$ cat config.mk
export PLATFORM = sky130hd
export DESIGN_NAME = mem_access_ctrl
export DESIGN_NICKNAME = d
export VERILOG_FILES = /design/src/rtl/mem_pkg.sv /design/src/rtl/mem_load_align.sv /design/src/rtl/mem_access_ctrl.sv
export SDC_FILE = /design/constraint.sdc
export NUM_CORES = 1
export LEC_CHECK = 0
export CORE_MARGIN = 2
export CORE_UTILIZATION = 40
export CTS_BUF_LIST = sky130_fd_sc_hd__clkbuf_2
export DETAILED_ROUTE_END_ITERATION = 6
export MAX_ROUTING_LAYER = met4
export PLACE_DENSITY_LB_ADDON = 0.12
export SYNTH_ARGS = -nofsm -noshare
export SYNTH_HDL_FRONTEND = slang
export SYNTH_SLANG_ARGS = --single-unit
$ cat constraint.sdc
create_clock -name clk -period 1.8 [get_ports clk]
set_input_delay 0.27 -clock clk [delete_from_list [all_inputs] [get_ports clk]]
set_output_delay 0.27 -clock clk [all_outputs]
set_load 0.01 [all_outputs]
$ cat src/rtl/mem_pkg.sv
// Shared encodings and lane helpers for the data-memory access path.
// Used by the access controller and by the load-alignment unit.
package mem_pkg;

    localparam logic [1:0] SZ_BYTE = 2'd0;
    localparam logic [1:0] SZ_HALF = 2'd1;
    localparam logic [1:0] SZ_WORD = 2'd2;
    localparam logic [1:0] SZ_ILL  = 2'd3;

    localparam logic [1:0] ST_IDLE = 2'd0;
    localparam logic [1:0] ST_BUSY = 2'd1;
    localparam logic [1:0] ST_FIN  = 2'd2;

    function automatic logic [3:0] lane_enable(input logic [1:0] size, input logic [1:0] offset);
        logic [3:0] be;
        case (size)
            SZ_BYTE: be = 4'b0001 << offset;
            SZ_HALF: be = 4'b0011 << offset;
            SZ_WORD: be = 4'b1111;
            default: be = 4'b0000;
        endcase
        return be;
    endfunction

    // Illegal size is treated like a misaligned address: both abort before any strobe.
    function automatic logic is_misaligned(input logic [1:0] size, input logic [1:0] offset);
        logic bad;
        case (size)
            SZ_BYTE: bad = 1'b0;
            SZ_HALF: bad = offset[0];
            SZ_WORD: bad = (offset != 2'b00);
            default: bad = 1'b1;
        endcase
        return bad;
    endfunction

    function automatic logic [31:0] steer_store(input logic [1:0] size, input logic [1:0] offset,
                                                input logic [31:0] data);
        logic [31:0] lanes;
        case (size)
            SZ_BYTE: lanes = {24'h000000, data[7:0]} << {offset, 3'b000};
            SZ_HALF: lanes = {16'h0000, data[15:0]} << {offset, 3'b000};
            SZ_WORD: lanes = data;
            default: lanes = 32'h0000_0000;
        endcase
        return lanes;
    endfunction

endpackage

$ cat src/rtl/mem_load_align.sv
// Combinational load extract-and-extend: picks the addressed byte/half/word
// out of a read word and sign- or zero-extends it to 32 bits.
module mem_load_align
    import mem_pkg::*;
(
    input  logic [31:0] rdata,
    input  logic [1:0]  offset,
    input  logic [1:0]  size,
    input  logic        load_unsigned,
    output logic [31:0] result
);

    logic [31:0] shifted_s;

    // Right-justify the addressed lanes, then extend to the access width.
    always_comb begin
        shifted_s = rdata >> {offset, 3'b000};
        case (size)
            SZ_BYTE: begin
                if (load_unsigned) begin
                    result = {24'h000000, shifted_s[7:0]};
                end else begin
                    result = {{24{shifted_s[7]}}, shifted_s[7:0]};
                end
            end
            SZ_HALF: begin
                if (load_unsigned) begin
                    result = {16'h0000, shifted_s[15:0]};
                end else begin
                    result = {{16{shifted_s[15]}}, shifted_s[15:0]};
                end
            end
            SZ_WORD: result = rdata;
            default: result = 32'h0000_0000;
        endcase
    end

endmodule

$ cat src/rtl/mem_access_ctrl.sv
// Multi-cycle memory-stage controller: registers a load/store request, holds the
// strobe until mem_ready or timeout, and reports done / misaligned / timeout_err.
module mem_access_ctrl
    import mem_pkg::*;
#(
    parameter int ADDR_W  = 32,
    parameter int TIMEOUT = 16
) (
    input  logic              clk,
    input  logic              rst_n,
    input  logic              load_Flag,
    input  logic              store_Flag,
    input  logic [1:0]        acc_size,
    input  logic              load_unsigned,
    input  logic [ADDR_W-1:0] alu_Result,
    input  logic [31:0]       store_data,
    input  logic              mem_ready,
    input  logic [31:0]       mem_rdata,
    output logic [ADDR_W-1:0] mem_destination,
    output logic              memRead,
    output logic              data_memory_write,
    output logic [3:0]        mem_byte_en,
    output logic [31:0]       mem_wdata,
    output logic [31:0]       load_data,
    output logic              stall,
    output logic              done,
    output logic              misaligned,
    output logic              timeout_err
);

    localparam int TO_W = $clog2(TIMEOUT + 1);
    localparam logic [TO_W-1:0] CNT_LAST = TO_W'(TIMEOUT - 1);

    logic [1:0]        state_r;
    logic [TO_W-1:0]   cnt_r;
    logic              is_load_r;
    logic [1:0]        size_r;
    logic              uns_r;
    logic [1:0]        off_r;
    logic [ADDR_W-1:0] dest_r;
    logic              mem_read_r;
    logic              mem_write_r;
    logic [3:0]        byte_en_r;
    logic [31:0]       wdata_r;
    logic [31:0]       load_data_r;
    logic              done_r;
    logic              misaligned_r;
    logic              timeout_r;

    logic              req_s;
    logic              is_load_s;
    logic [1:0]        off_s;
    logic              illegal_s;
    logic [3:0]        be_s;
    logic [31:0]       wdata_s;
    logic [31:0]       aligned_s;
    logic              stall_s;

    // Decode the incoming request; a load wins over a simultaneous store.
    always_comb begin
        req_s     = load_Flag | store_Flag;
        is_load_s = load_Flag;
        off_s     = alu_Result[1:0];
        illegal_s = is_misaligned(acc_size, off_s);
        be_s      = lane_enable(acc_size, off_s);
        wdata_s   = steer_store(acc_size, off_s, store_data);
    end

    mem_load_align u_align (
        .rdata         (mem_rdata),
        .offset        (off_r),
        .size          (size_r),
        .load_unsigned (uns_r),
        .result        (aligned_s)
    );

    // Stall is combinational in IDLE so the pipeline holds in the request cycle itself.
    always_comb begin
        case (state_r)
            ST_IDLE: stall_s = req_s;
            ST_BUSY: stall_s = 1'b1;
            ST_FIN:  stall_s = 1'b0;
            default: stall_s = 1'b0;
        endcase
    end

    // Access FSM with registered strobes, lane data and one-cycle status pulses.
    always_ff @(posedge clk) begin
        if (!rst_n) begin
            state_r      <= ST_IDLE;
            cnt_r        <= '0;
            is_load_r    <= 1'b0;
            size_r       <= SZ_BYTE;
            uns_r        <= 1'b0;
            off_r        <= 2'b00;
            dest_r       <= '0;
            mem_read_r   <= 1'b0;
            mem_write_r  <= 1'b0;
            byte_en_r    <= 4'b0000;
            wdata_r      <= 32'h0000_0000;
            load_data_r  <= 32'h0000_0000;
            done_r       <= 1'b0;
            misaligned_r <= 1'b0;
            timeout_r    <= 1'b0;
        end else begin
            done_r       <= 1'b0;
            misaligned_r <= 1'b0;
            timeout_r    <= 1'b0;
            case (state_r)
                ST_IDLE: begin
                    if (req_s && illegal_s) begin
                        state_r      <= ST_FIN;
                        misaligned_r <= 1'b1;
                    end else if (req_s) begin
                        state_r     <= ST_BUSY;
                        cnt_r       <= '0;
                        is_load_r   <= is_load_s;
                        size_r      <= acc_size;
                        uns_r       <= load_unsigned;
                        off_r       <= off_s;
                        dest_r      <= {alu_Result[ADDR_W-1:2], 2'b00};
                        mem_read_r  <= is_load_s;
                        mem_write_r <= ~is_load_s;
                        byte_en_r   <= be_s;
                        wdata_r     <= wdata_s;
                    end else begin
                        state_r <= ST_IDLE;
                    end
                end
                ST_BUSY: begin
                    // A ready arriving on the last allowed cycle beats the timeout.
                    if (mem_ready) begin
                        state_r     <= ST_FIN;
                        done_r      <= 1'b1;
                        cnt_r       <= '0;
                        mem_read_r  <= 1'b0;
                        mem_write_r <= 1'b0;
                        byte_en_r   <= 4'b0000;
                        if (is_load_r) begin
                            load_data_r <= aligned_s;
                        end else begin
                            load_data_r <= load_data_r;
                        end
                    end else if (cnt_r == CNT_LAST) begin
                        state_r     <= ST_FIN;
                        timeout_r   <= 1'b1;
                        cnt_r       <= '0;
                        mem_read_r  <= 1'b0;
                        mem_write_r <= 1'b0;
                        byte_en_r   <= 4'b0000;
                    end else begin
                        cnt_r <= cnt_r + TO_W'(1);
                    end
                end
                ST_FIN: begin
                    state_r <= ST_IDLE;
                end
                default: begin
                    state_r     <= ST_IDLE;
                    cnt_r       <= '0;
                    mem_read_r  <= 1'b0;
                    mem_write_r <= 1'b0;
                    byte_en_r   <= 4'b0000;
                end
            endcase
        end
    end

    assign mem_destination   = dest_r;
    assign memRead           = mem_read_r;
    assign data_memory_write = mem_write_r;
    assign mem_byte_en       = byte_en_r;
    assign mem_wdata         = wdata_r;
    assign load_data         = load_data_r;
    assign stall             = stall_s;
    assign done              = done_r;
    assign misaligned        = misaligned_r;
    assign timeout_err       = timeout_r;

endmodule
Run 1, the clock network:
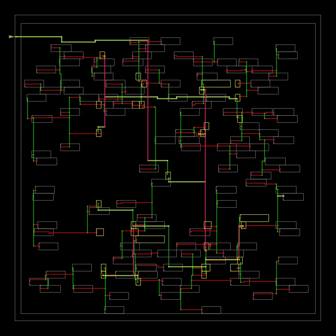
clock buf count: 17
TritonCTS Buffers: 17
Late-Pin Clk Latency: 690 ps
Worst Clk Skew: 27.3 ps
Clock Sinks: 116

Run 1, metal layers overlaid:
Drawn at 2 px/um. Two of the layers only.
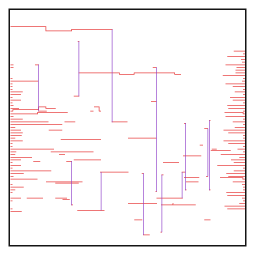
Key: M3 = red [wire length 985 um]; M4 = purple [wire length 363 um]
Routed wire per std cell: 16.1 um
Total Wirelength: 16100 um
Vias: 5379
gr usage total: 24.0%

Run 1, metal 4:
Drawn at 3 px/um.
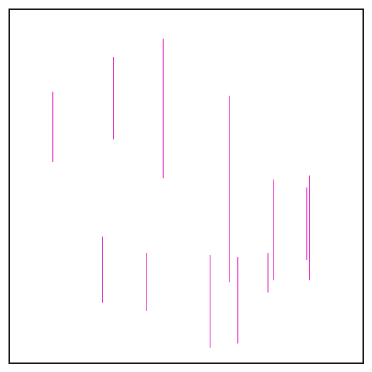
The layer holds 2.3% of the routed length. The wires run mostly vertical.

Run 1, pin placement:
Drawn at 3 px/um. Pins as bars across the die edge, other pins in gray.
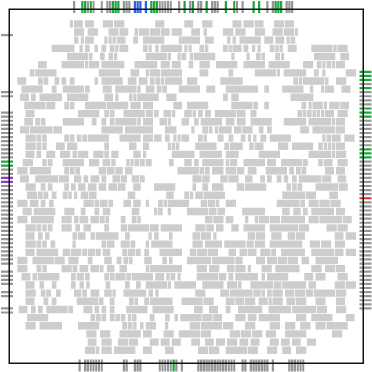
Key: `rst_n` = red [pins 1, direction input, edge right]; `mem_byte_en` = blue [pins 4, direction output, edge top]; `acc_size` = purple [pins 2, direction input, edge left]; `alu_Result` = green [pins 32, direction input, edge 19 top, 10 right, 2 left, 1 bottom]
All pins by edge: 59 right, 51 top, 51 bottom, 49 left.

==> flow_summary.ini, run 1 <==
; generated from flow reports
[synth]
yosysSeqAreaShare_pct = 45.1
ys_cells = 599

[finish]
fin_cells = 1004
design_area_mm2 = 0.00788
area_growth_pct = 52.9
final_util_pct = 62.4

[cts]
clk_transition_reported_paths_ps = 180
cts.htree.levels = 4

[critical_path]
setup.worst_path.end_class = primary output
cp-start-kind = register
crit_arrival_ps = 1510
cp_max_fo = 6
path_class = register to primary output
r2r_end = mem_wdata[23]
rrSetupSlack_ps = 160

[timing]
hold_slack_ps = 114
fmax_mhz = 560
slew_violations = 0
rsz0062_at_grt = true

[placement]
dp.cells = 971
portBuffers = 207
placedInstanceArea_mm2 = 0.00768
gp_congestion = 0.888
dp_slack_ps = -179

[power_and_ir_drop]
leakagePower_nw = 3.38

[detailed_routing]
dr_wl_met2_um = 7750
drt-initial-drc-count = 354
vias_per_cell = 5.36

[grt]
overflow = 0
busiest_layer = met2
grtUsageMet2_pct = 39.7
antenna_found_initial = 0

[hold_path]
holdPathStages = 3

[floorplanning]
fp_util_pct = 40.8
die-area_mm2 = 0.0138

[outcome]
outcome = finished clean
-- run 1: critical path, stage by stage (launching register included) --
cell,delay (ps)
dfxtp_2,360
buf_6,130
nor3_4,150
nor2_1,60
buf_2,140
-- run 1: registers in the layout, indices dropped and copies added, names as in the netlist --
name	flops
mem_wdata	32
mem_destination	30
misaligned	1
is_load_r	1
data_memory_write	1
uns_r	1
mem_byte_en	4
state_r	2
size_r	2
done	1
load_data	32
cnt_r	5
timeout_err	1
memRead	1
off_r	2
-- run 1: worst max path at each step --
stage / start / endpoint / slack [ps] / cells after the start
2_1_floorplan: state_r[1] / load_data[12] / 140 / 8
3_3_place_gp: rst_n / load_data[14] / -150 / 6
3_5_place_dp: rst_n / load_data[9] / -180 / 6
4_1_cts: state_r[0] / stall / -40 / 4
5_1_grt: state_r[0] / stall / -90 / 4
6_report: state_r[0] / stall / 20 / 4
-- run 1: Yosys cell counts, drive strengths merged (7+ instances only) --
cell and n:
a21oi 130, nand2 110, mux2i 16, o2bb2ai 7
a22oi 9, dfxtp 116, clkbuf 41, a221o 16
nand3b 18, a222oi 7, mux4 8, nand3 10
o21ai 34, buf 18, nand4b 8
-- run 1: layout make-up --
class                   count  area, um2
inverters                   3       11.3
well taps                 172        215
flip-flops and latches    116       2370
multi-input cells         422       2600
clock inverters            14        163
clock buffers              17       85.1
fillers                  1157       4740
repair buffers            260       2440
-- run 1: logic make-up after synthesis --
kind of cell,Yosys count,share of synthesized area (%)
adder cells (fa/ha/maj),1,0.243
other,1,0.0728
multiplexers,24,6.68
buffers and inverters,62,5.46
AND-OR/OR-AND,218,25.3
AND/OR/NAND/NOR,177,17.1
flip-flops,116,45.1
-- run 1: report_power, final --
group	internal (mW)	total, mW	switching (mW)
Combinational	0.649	1.27	0.625
Sequential	2.72	2.80	0.0803
Clock	0.757	1.80	1.05
==> run 2: changes to the inputs <==
Settings changed: CAP_MARGIN set to 25, CTS_CLUSTER_DIAMETER set to 80.
==> run 2 against run 1 <==
Non-clock buffer count unchanged. Clock power about the same. Setup slack unchanged. Largest power group unchanged. Utilization unchanged. First-iteration DRC count unchanged.
==> flow_summary.ini, run 2 <==
; generated from flow reports
[hold_path]
holdPathStages = 3

[timing]
slew_violations = 0
hold_slack_ps = 114
rsz0062_at_grt = true
fin_skew_ps = 27.3
fmax_mhz = 560

[grt]
overflow = 0
gr-usage-all-layers_pct = 24.0
antenna_found_initial = 0

[cts]
clk_transition_reported_paths_ps = 180
cts_tree = done
clk_latency_ps = 690
cts.htree.levels = 4
cts.sinks = 116
cts_buffers = 17

[power_and_ir_drop]
vdd_drop_max_mv = 0.350
leakagePower_nw = 3.38

[finish]
design_area_mm2 = 0.00788
most-common-layout-cells = a21oi_1 (130), nand2_1 (110), clkdlybuf4s50_1 (103), dlygate4sd2_1 (103), dfxtp_1 (80)
final_util_pct = 62.4
area_growth_pct = 52.9

[detailed_routing]
wire_per_inst_um = 16.1
vias = 5379
wl_um = 16100
vias_per_cell = 5.36
drt-initial-drc-count = 354

[critical_path]
critical_path.top_delay_family = flip-flops
cp-start-kind = register
path_class = register to primary output
critPathMaxStageDelay_ps = 360
cp_max_fo = 6
setup.worst_path.end_class = primary output
cp_num_buf_inv = 2
worstSetupPathDepth = 4

[placement]
gp_congestion = 0.888
placedInstanceArea_mm2 = 0.00768
portBuffers = 207
dp.cells = 971
dp_slack_ps = -179

[floorplanning]
die-area_mm2 = 0.0138
dieWidth_um = 117
fp_util_pct = 40.8

[outcome]
outcome = finished clean

[synth]
ys_cells = 599
yosysSeqAreaShare_pct = 45.1
synth-edff-count = 0
yosysMostFrequentCell = a21oi_1
synthesis.area_mm2 = 0.00515
run 2: worst paths after layout:
kind                       start                   to  slack, ps
setup / recovery      state_r[0]                stall         20
hold / removal    alu_Result[26]  mem_destination[26]        110
setup reg to reg      state_r[1]        mem_wdata[23]        160
hold reg to reg     mem_wdata[3]         mem_wdata[3]        460
run 2: routing by layer:
metal | vias to the layer above | share of wire (%) | track usage (%)
li1 | 2628 | - | -
met1 | 2533 | 44 | 28.3
met2 | 190 | 48 | 39.7
met3 | 28 | 6.1 | 6.15
met4 | 0 | 2.2 | 9.19
met5 | - | 0 | -
run 2: logic make-up after synthesis:
logic type      count (synthesis)  synth area share [%]
compound gates                218                  25.3
simple gates                  177                  17.1
flops                         116                  45.1
buf+inv                        62                  5.46
mux                            24                  6.68
fa+ha+maj                       1                 0.243
other cells                     1                0.0728
run 2: metrics by stage:
stage / setup TNS [ps] / power, mW
2_1_floorplan: 0 / 3.43
6_report: 0 / 5.88
4_1_cts: -35.9 / 5.91
5_1_grt: -92.7 / 6.14
3_5_place_dp: -10550 / 4.20
3_3_place_gp: -6630 / 4.17
run 2: area by class of cell:
type,count,area (um2),area share (%)
clock buffer,17,85.1,1.08
clock inverter,14,163,2.06
inverter,3,11.3,0.143
multi-input combinational,422,2600,33.0
sequential,116,2370,30.0
tap,172,215,2.73
timing repair buffer,260,2440,31.0
run 2: what timing repair did:
action	CTS	global route
setup endpoints to repair	104	21
gates resized	144	3
setup buffers	2	0
run 2: report_power, final:
part	switching (mW)	total, mW	internal, mW	leakage (nW)
Sequential	0.0803	2.80	2.72	0.961
Clock	1.05	1.80	0.757	0.142
Combinational	0.625	1.27	0.649	2.28
Run 2, metal 4:
Drawn at 3 px/um.
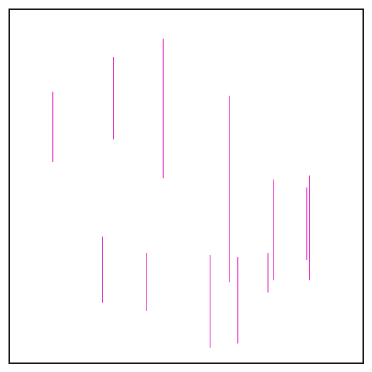
The longest straight run is 61.9 um. The layer holds 2.3% of the routed length. 9 nets have wire on it. The wires run mostly vertical. The layer carries 363 um of wire.

Run 2, selected gate families:
Drawn at 3 px/um.
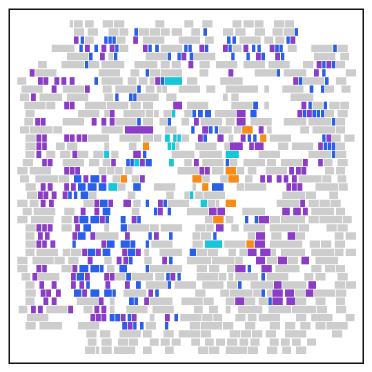
Key: and/or cells = orange [cells 11]; aoi and oai cells = purple [cells 198, where spread over the die]; nor cells = cyan [cells 15, where center]; nand cells = blue [cells 151, where spread over the die]

Run 2, metal layers overlaid:
Drawn at 2 px/um. Two of the layers only.
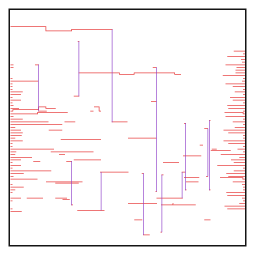

==> run 3: changes to the inputs <==
==> constraint.sdc (replaced) <==
create_clock -name clk -period 1.8 [get_ports clk]
set_input_delay 0.27 -clock clk [delete_from_list [all_inputs] [get_ports clk]]
set_output_delay 0.27 -clock clk [all_outputs]
set_load 0.05 [all_outputs]
Run 3, metal layers overlaid:
Drawn at 2 px/um. Two of the layers only.
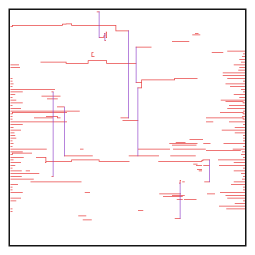
Key: M4 = purple [wire length 207 um]; M3 = red [wire length 1140 um]

Run 3, metal 4:
Drawn at 3 px/um.
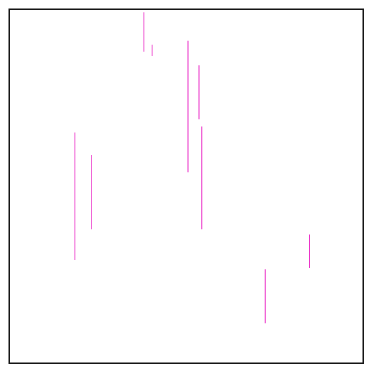
7 nets have wire on it. The longest straight run is 43.5 um. The wires run mostly vertical. The layer carries 207 um of wire. The layer holds 1.3% of the routed length.

==> run 3 against run 2 <==
Sequential cell count unchanged. Die size unchanged. Design area decreased by 0.13%. Clock skew decreased by 6.5 ps. Largest power group unchanged. Highest routed layer unchanged.
==> flow_summary.ini, run 3 <==
; generated from flow reports
[outcome]
outcome = finished clean

[cts]
clk_transition_reported_paths_ps = 180
clk_latency_ps = 680
cts-resized-gates = 251

[detailed_routing]
vias_per_cell = 5.40
drt-initial-drc-count = 442

[timing]
slew_violations = 0
hold_slack_ps = 117
fin_skew_ps = 20.8
rsz0062_at_grt = true

[floorplanning]
die-area_mm2 = 0.0138
fp_util_pct = 40.8

[synth]
xor_share_pct = 0
common_cells = a21oi_1 (130), dfxtp_1 (116), nand2_1 (110), clkbuf_1 (41), o21ai_0 (34)
mux_area_share_pct = 6.68
synthAdderAreaFrac_pct = 0.243
synth.logic.top_family = AND-OR/OR-AND gates
synthesis.area_mm2 = 0.00515

[power_and_ir_drop]
power_mw = 6.09
leakagePower_nw = 3.02

[grt]
antenna_found_initial = 0
overflow = 0
gr-usage-all-layers_pct = 24.6

[critical_path]
crit_arrival_ps = 1440
path_cells = buf_6 > nor2_4 > buf_12
cp_max_fo = 4

[placement]
dp.cells = 968
==> run 3: cell counts after synthesis <==
No cell type changed its count.
==> run 3: routing by layer <==
metal | vias to the layer above | wire, um | global-route usage, %
met5 | - | 0 | -
li1 | 2615 | - | -
met1 | 2560 | 6820 | 28.3
met2 | 222 | 8270 | 42.2
met3 | 20 | 1140 | 6.98
met4 | 0 | 206 | 6.78
==> run 3: stage by stage <==
| step | util [%] | setup TNS (ps) | area [um2] |
|---|---|---|---|
| after floorplan | - | 0 | 5160 |
| after global placement | 60.4 | -8250 | 7620 |
| after detailed placement | 60.4 | -12720 | 7620 |
| after CTS | 63.1 | 0 | 7960 |
| after global routing | 62.4 | -18.7 | 7870 |
| final | 62.4 | 0 | 7870 |
==> run 3: report_power, final <==
| part | switching, mW | leakage [nW] | internal (mW) | total (mW) |
|---|---|---|---|---|
| logic | 1.03 | 1.94 | 0.702 | 1.73 |
| registers | 0.0879 | 0.946 | 2.71 | 2.80 |
| clock network | 0.969 | 0.129 | 0.593 | 1.56 |
| total | 2.08 | 3.02 | 4.01 | 6.09 |
==> run 3: worst paths after layout <==
check / startpoint / end / slack (ps) / cells after the start
setup / recovery: state_r[1] / stall / 90 / 3
hold / removal: alu_Result[2] / mem_destination[2] / 120 / 3
hold reg to reg: cnt_r[4] / cnt_r[4] / 460 / 2
setup reg to reg: state_r[1] / load_data[10] / 110 / 6
==> run 3: layout make-up <==
| class | count | area (um2) |
|---|---|---|
| repair buffers | 259 | 2500 |
| flip-flops and latches | 116 | 2330 |
| well taps | 172 | 215 |
| multi-input cells | 422 | 2610 |
| clock buffers | 17 | 85.1 |
| clock inverters | 14 | 120 |
| inverters | 3 | 11.3 |
| fillers | 1168 | 4750 |
No activity file was given, so power comes from the tool's default toggle rates.
